### src/rtl/pir_alarm_scheduler_if.sv
// Event-log write port between pir_alarm_scheduler (master) and the event RAM (slave).
interface pir_alarm_scheduler_if #(
   parameter int unsigned LOG_DEPTH = 8
);
   localparam int ADDR_W = $clog2(LOG_DEPTH);

   logic              log_wr_en;
   logic [ADDR_W-1:0] log_wr_addr;
   logic [8:0]        log_wr_data;

   modport master (output log_wr_en, output log_wr_addr, output log_wr_data);
   modport slave  (input  log_wr_en, input  log_wr_addr, input  log_wr_data);
endinterface

### src/rtl/pir_alarm_scheduler.sv
// Three-channel PIR edge detect, log-port arbiter and arm/alarm/holdoff FSM.
// Define PIR_SCHED_FIXED_PRIO_EN for fixed priority (1 > 2 > 3) instead of round-robin.
module pir_alarm_scheduler #(
   parameter int unsigned THRESHOLD   = 50,
   parameter int unsigned BUZZ_CYCLES = 100,
   parameter int unsigned LOG_DEPTH   = 8
) (
   input  logic                          clk,
   input  logic                          rst,
   input  logic                          turn,
   input  logic                          stop_alarm,
   input  logic [6:0]                    pir_sensor_1,
   input  logic [6:0]                    pir_sensor_2,
   input  logic [6:0]                    pir_sensor_3,
   output logic [2:0]                    LED,
   output logic                          buzzer,
   pir_alarm_scheduler_if.master         log,
   output logic [7:0]                    event_count,
   output logic [1:0]                    fsm_state
);
   localparam int ADDR_W = $clog2(LOG_DEPTH);
   localparam int CNT_W  = $clog2(BUZZ_CYCLES + 1);

   typedef enum logic [1:0] {
      DISARMED = 2'd0,
      ARMED    = 2'd1,
      ALARM    = 2'd2,
      HOLDOFF  = 2'd3
   } state_t;

   state_t            state_q, state_d;
   logic [2:0]        over, over_q, rise;
   logic [2:0]        pending_q, pending_d;
   logic [2:0]        led_d;
   logic [CNT_W-1:0]  cnt_q, cnt_d;
   logic [ADDR_W-1:0] ptr_q;
   logic              arb_en;
   logic              gnt_vld;
   logic [1:0]        gnt_idx;
   logic [6:0]        gnt_val;

   assign over = {32'(pir_sensor_3) >= THRESHOLD,
                  32'(pir_sensor_2) >= THRESHOLD,
                  32'(pir_sensor_1) >= THRESHOLD};
   assign rise      = over & ~over_q;
   assign arb_en    = (state_q == ARMED) || (state_q == ALARM);
   assign fsm_state = state_q;

`ifdef PIR_SCHED_FIXED_PRIO_EN
   always_comb begin
      gnt_vld = 1'b0;
      gnt_idx = 2'd0;
      for (int i = 0; i < 3; i++) begin
         if (arb_en && !gnt_vld && pending_q[i]) begin
            gnt_vld = 1'b1;
            gnt_idx = 2'(i);
         end
      end
   end
`else
   logic [1:0] rr_q;
   logic [1:0] cand;

   function automatic logic [1:0] next_ch(input logic [1:0] c);
      return (c == 2'd2) ? 2'd0 : c + 2'd1;
   endfunction

   // Search begins at the channel after the last one granted.
   always_comb begin
      gnt_vld = 1'b0;
      gnt_idx = 2'd0;
      cand    = rr_q;
      for (int i = 0; i < 3; i++) begin
         cand = next_ch(cand);
         if (arb_en && !gnt_vld && pending_q[cand]) begin
            gnt_vld = 1'b1;
            gnt_idx = cand;
         end
      end
   end

   always_ff @(posedge clk or posedge rst) begin
      if (rst)          rr_q <= 2'd2;
      else if (gnt_vld) rr_q <= gnt_idx;
   end
`endif

   always_comb begin
      case (gnt_idx)
         2'd0:    gnt_val = pir_sensor_1;
         2'd1:    gnt_val = pir_sensor_2;
         default: gnt_val = pir_sensor_3;
      endcase
   end

   // A new rising edge beats a grant clearing the same bit.
   always_comb begin
      pending_d = pending_q;
      if (gnt_vld) pending_d[gnt_idx] = 1'b0;
      if (arb_en)  pending_d = pending_d | rise;
      if (state_q == DISARMED || state_q == HOLDOFF) pending_d = '0;
   end

   always_comb begin
      state_d = state_q;
      cnt_d   = cnt_q;
      led_d   = LED;
      case (state_q)
         DISARMED: if (turn) state_d = ARMED;
         ARMED: begin
            if (!turn) begin
               state_d = DISARMED;
            end else if (gnt_vld) begin
               state_d        = ALARM;
               cnt_d          = '0;
               led_d[gnt_idx] = 1'b1;
            end
         end
         ALARM: begin
            if (gnt_vld) led_d[gnt_idx] = 1'b1;
            cnt_d = cnt_q + CNT_W'(1);
            if (!turn)                                state_d = DISARMED;
            else if (stop_alarm)                      state_d = HOLDOFF;
            else if (cnt_q == CNT_W'(BUZZ_CYCLES - 1)) state_d = HOLDOFF;
         end
         HOLDOFF: state_d = turn ? ARMED : DISARMED;
         default: state_d = DISARMED;
      endcase
      if (state_d == DISARMED || state_d == HOLDOFF) led_d = '0;
   end

   always_ff @(posedge clk or posedge rst) begin
      if (rst) begin
         state_q         <= DISARMED;
         over_q          <= '0;
         pending_q       <= '0;
         cnt_q           <= '0;
         ptr_q           <= '0;
         LED             <= '0;
         buzzer          <= 1'b0;
         event_count     <= '0;
         log.log_wr_en   <= 1'b0;
         log.log_wr_addr <= '0;
         log.log_wr_data <= '0;
      end else begin
         state_q       <= state_d;
         over_q        <= over;
         pending_q     <= pending_d;
         cnt_q         <= cnt_d;
         LED           <= led_d;
         buzzer        <= (state_d == ALARM);
         log.log_wr_en <= gnt_vld;
         if (gnt_vld) begin
            log.log_wr_addr <= ptr_q;
            log.log_wr_data <= {gnt_idx + 2'd1, gnt_val};
            ptr_q           <= ptr_q + ADDR_W'(1);
            if (event_count != 8'd255) event_count <= event_count + 8'd1;
         end
      end
   end
endmodule

### src/flat_wrapper.sv
// flat-port wrapper written by rule: the top's interface ports become plain ports
module pir_alarm_scheduler_flat 
#(
   parameter int unsigned THRESHOLD   = 50,
   parameter int unsigned BUZZ_CYCLES = 100,
   parameter int unsigned LOG_DEPTH   = 8
)
  (clk, rst, turn, stop_alarm, pir_sensor_1, pir_sensor_2, pir_sensor_3, LED, buzzer, event_count, fsm_state, log_log_wr_en, log_log_wr_addr, log_log_wr_data);
  pir_alarm_scheduler_if #(.LOG_DEPTH(LOG_DEPTH)) log_i ();
  input  logic clk;
  input  logic rst;
  input  logic turn;
  input  logic stop_alarm;
  input  logic [6:0] pir_sensor_1;
  input  logic [6:0] pir_sensor_2;
  input  logic [6:0] pir_sensor_3;
  output logic [2:0] LED;
  output logic buzzer;
  output logic [7:0] event_count;
  output logic [1:0] fsm_state;
  output wire logic [$bits(log_i.log_wr_en)-1:0] log_log_wr_en;
  output wire logic [$bits(log_i.log_wr_addr)-1:0] log_log_wr_addr;
  output wire logic [$bits(log_i.log_wr_data)-1:0] log_log_wr_data;
  assign log_log_wr_en = log_i.log_wr_en;
  assign log_log_wr_addr = log_i.log_wr_addr;
  assign log_log_wr_data = log_i.log_wr_data;
  pir_alarm_scheduler #(.THRESHOLD(THRESHOLD), .BUZZ_CYCLES(BUZZ_CYCLES), .LOG_DEPTH(LOG_DEPTH)) u_core (.clk(clk), .rst(rst), .turn(turn), .stop_alarm(stop_alarm), .pir_sensor_1(pir_sensor_1), .pir_sensor_2(pir_sensor_2), .pir_sensor_3(pir_sensor_3), .LED(LED), .buzzer(buzzer), .log(log_i), .event_count(event_count), .fsm_state(fsm_state));
endmodule
### config.mk
export PLATFORM = sky130hd
export DESIGN_NAME = pir_alarm_scheduler_flat
export DESIGN_NICKNAME = d
export VERILOG_FILES = /design/src/rtl/pir_alarm_scheduler_if.sv /design/src/rtl/pir_alarm_scheduler.sv /design/src/flat_wrapper.sv
export SDC_FILE = /design/constraint.sdc
export NUM_CORES = 1
export LEC_CHECK = 0
export CAP_MARGIN = 20
export CORE_MARGIN = 4
export CORE_UTILIZATION = 50
export DETAILED_ROUTE_END_ITERATION = 10
export PLACE_DENSITY = 0.8
export SLEW_MARGIN = 0
export SYNTH_ARGS = -nofsm -noshare
export SYNTH_HDL_FRONTEND = slang
export SYNTH_SLANG_ARGS = --single-unit
### constraint.sdc
create_clock -name clk -period 2.6 [get_ports clk]
set_clock_uncertainty 0.2 [all_clocks]
set_input_delay 0.52 -clock clk [delete_from_list [all_inputs] [get_ports clk]]
set_output_delay 0.52 -clock clk [all_outputs]
set_load 0.01 [all_outputs]
Figure 1. Sizing map.
The bar under the picture is 20 um long.
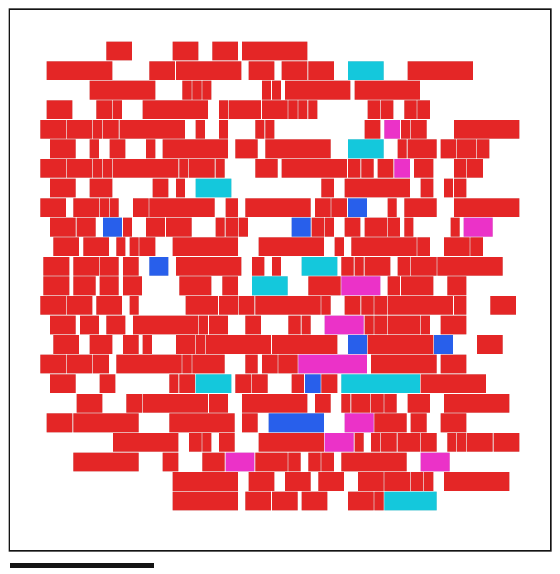
Key: cyan = drive 6 and up [cells 8]; blue = drive 3 to 4 [cells 8]; magenta = drive 2 [cells 10]; red = drive 1 or less [cells 261]

Figure 2. Cells coloured by class.
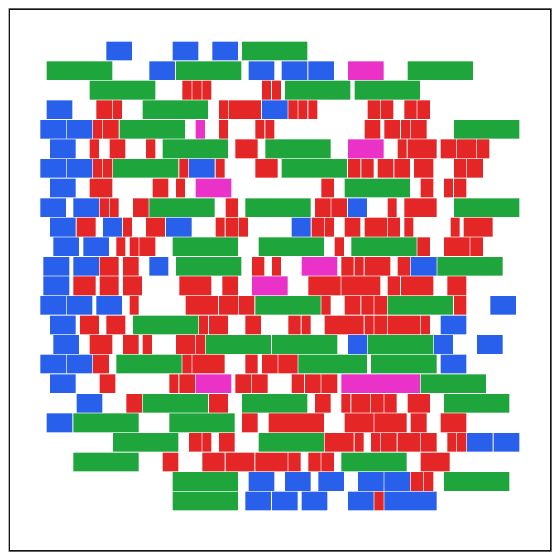
Key: red = all other logic [cells 176, share of their area 38%]; green = flip-flops [cells 45, share of their area 39%]; blue = other buffers and delay cells [cells 58, share of their area 20%]; magenta = clock drivers and dummy loads [cells 8, share of their area 4.0%]
post-route cell area: 2980 um2
post-layout util: 68.4%
Core Area: 4350 um2

Figure 3. Clock network drawn from the DEF.
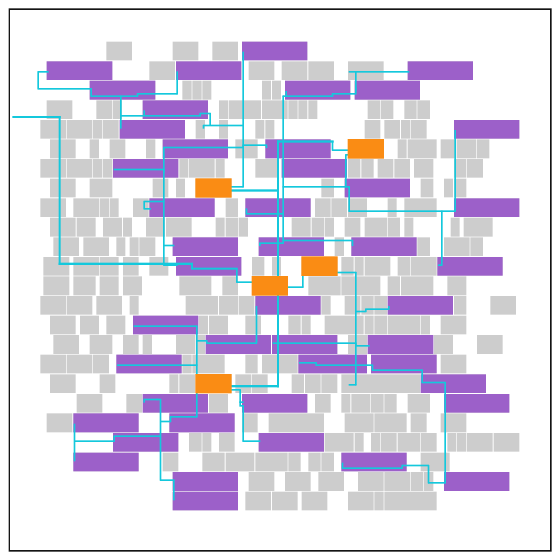
Key: purple = flip-flops [count 45]; orange = cells driving clock nets [count 5]; cyan = clock wires [length 567 um]
There are 6 routed clock nets.

==> out/results.ini <==
[yosys]
yosys-stat-area_um2=2250
ys_seq_elements=45
post-synth-top-area-fraction_pct=49.0
edf_count=0
synthDominantAreaCellType=sky130_fd_sc_hd__dfrtp_1
yosys_stat_cell_total=228
fp_nets=264

[worst_setup_path]
critPathKind=reg -> reg
reg2reg_to=u_core.LED[0]
cp.required_ns=2.63
timing.critical_path.fanout_max=15
worst-path-buf-inv=0
r2r_start=u_core.pending_q[0]

[detailed_routing]
routed_wirelength_mm=5.01
routed_vias_inst=5.45
drt-initial-drc-count=110

[cells_and_area]
design.seq.count=45
sh_comb_area_pct=35.8
fin_nets=322
fraction_of_final_layout_cells_with_drive_strength_greater_than_1_pct=9.06
seq_share_pct=37.8

[pwr]
power.total_mw=3.01
static-leakage-power_nw=1.24

[clocking]
clock_root_buffer=sky130_fd_sc_hd__clkbuf_8
post_cts_buffers=0

[flow_run]
log.warning_count=31

[outcome]
outcome=complete, no violations

[grt]
grt_pass1_vias=1779
grt_first_pass_wirelength_mm=8.20

[die]
die-width_um=75.1
die.size.y_um=75.1

[placement]
globalplace.congestion=0.827

[min_path]
holdPathStages=1

Figure 4. Clock nets.
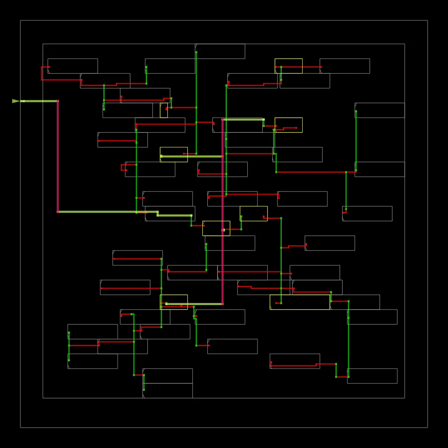
CTS Buf Count: 5
Insertion Delay late pin: 0.29 ns
Num Clock Sinks: 45
Layout clock buffers: 7

Figure 5. Sequential cells coloured by netlist name.
The bar under the picture is 20 um long.
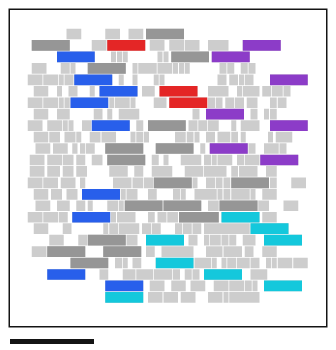
Key: purple = u_core.cnt_q [placed flops 7]; blue = u_core.log.log_wr_data [placed flops 9]; cyan = u_core.event_count [placed flops 8]; red = u_core.ptr_q [placed flops 3]
Another 18 sequential cells are not coloured.

-- metal layers --
metal  global-route usage [%]  up-vias
met5                        0        -
met4                     5.14        0
met3                     5.07        6
met2                     28.6       41
met1                     26.8      871
li1                         -      929
-- flip-flops by register name, summed over array words and instances (netlist names) --
register / count
u_core.LED: 3
u_core.buzzer: 1
u_core.cnt_q: 7
u_core.event_count: 8
u_core.fsm_state: 2
u_core.log.log_wr_addr: 3
u_core.log.log_wr_data: 9
u_core.log.log_wr_en: 1
u_core.over_q: 3
u_core.pending_q: 3
u_core.ptr_q: 3
u_core.rr_q: 2
-- cell usage in the layout, fill, tap and decap left out, drive strengths merged, types with 7 or more instances in the layout --
cell / Yosys / routed
o21ai: 11 / 11
nand2: 35 / 35
nor2b: 10 / 10
a21oi: 13 / 13
clkdlybuf4s50: 0 / 51
dfrtp: 44 / 44
ha: 11 / 11
buf: 1 / 7
nor2: 15 / 15
a22oi: 7 / 7
clkbuf: 6 / 7
a31oi: 9 / 9
-- cell families (layout without fill, tap and decap cells) --
family | count (synthesis) | count (layout) | synth area share, %
AND/OR/NAND/NOR | 91 | 91 | 19.6
AND-OR/OR-AND | 57 | 57 | 16.9
flip-flops | 45 | 45 | 50.1
buffers and inverters | 14 | 73 | 2.78
adder cells (fa/ha/maj) | 11 | 11 | 6.12
multiplexers | 6 | 6 | 2.95
XOR/XNOR | 4 | 4 | 1.56
-- stage by stage --
stage	area, um2	hold WS (ns)
after floorplan	2250	0.245
after global placement	2860	0.263
after detailed placement	2860	0.266
after CTS	2970	0.285
after global routing	2980	0.296
final	2980	0.277
-- power by group --
group,switching (mW),internal (mW)
registers,0.206,0.928
logic,0.668,0.659
clock network,0.236,0.314
total,1.11,1.90
Power and IR drop assume default switching activity.
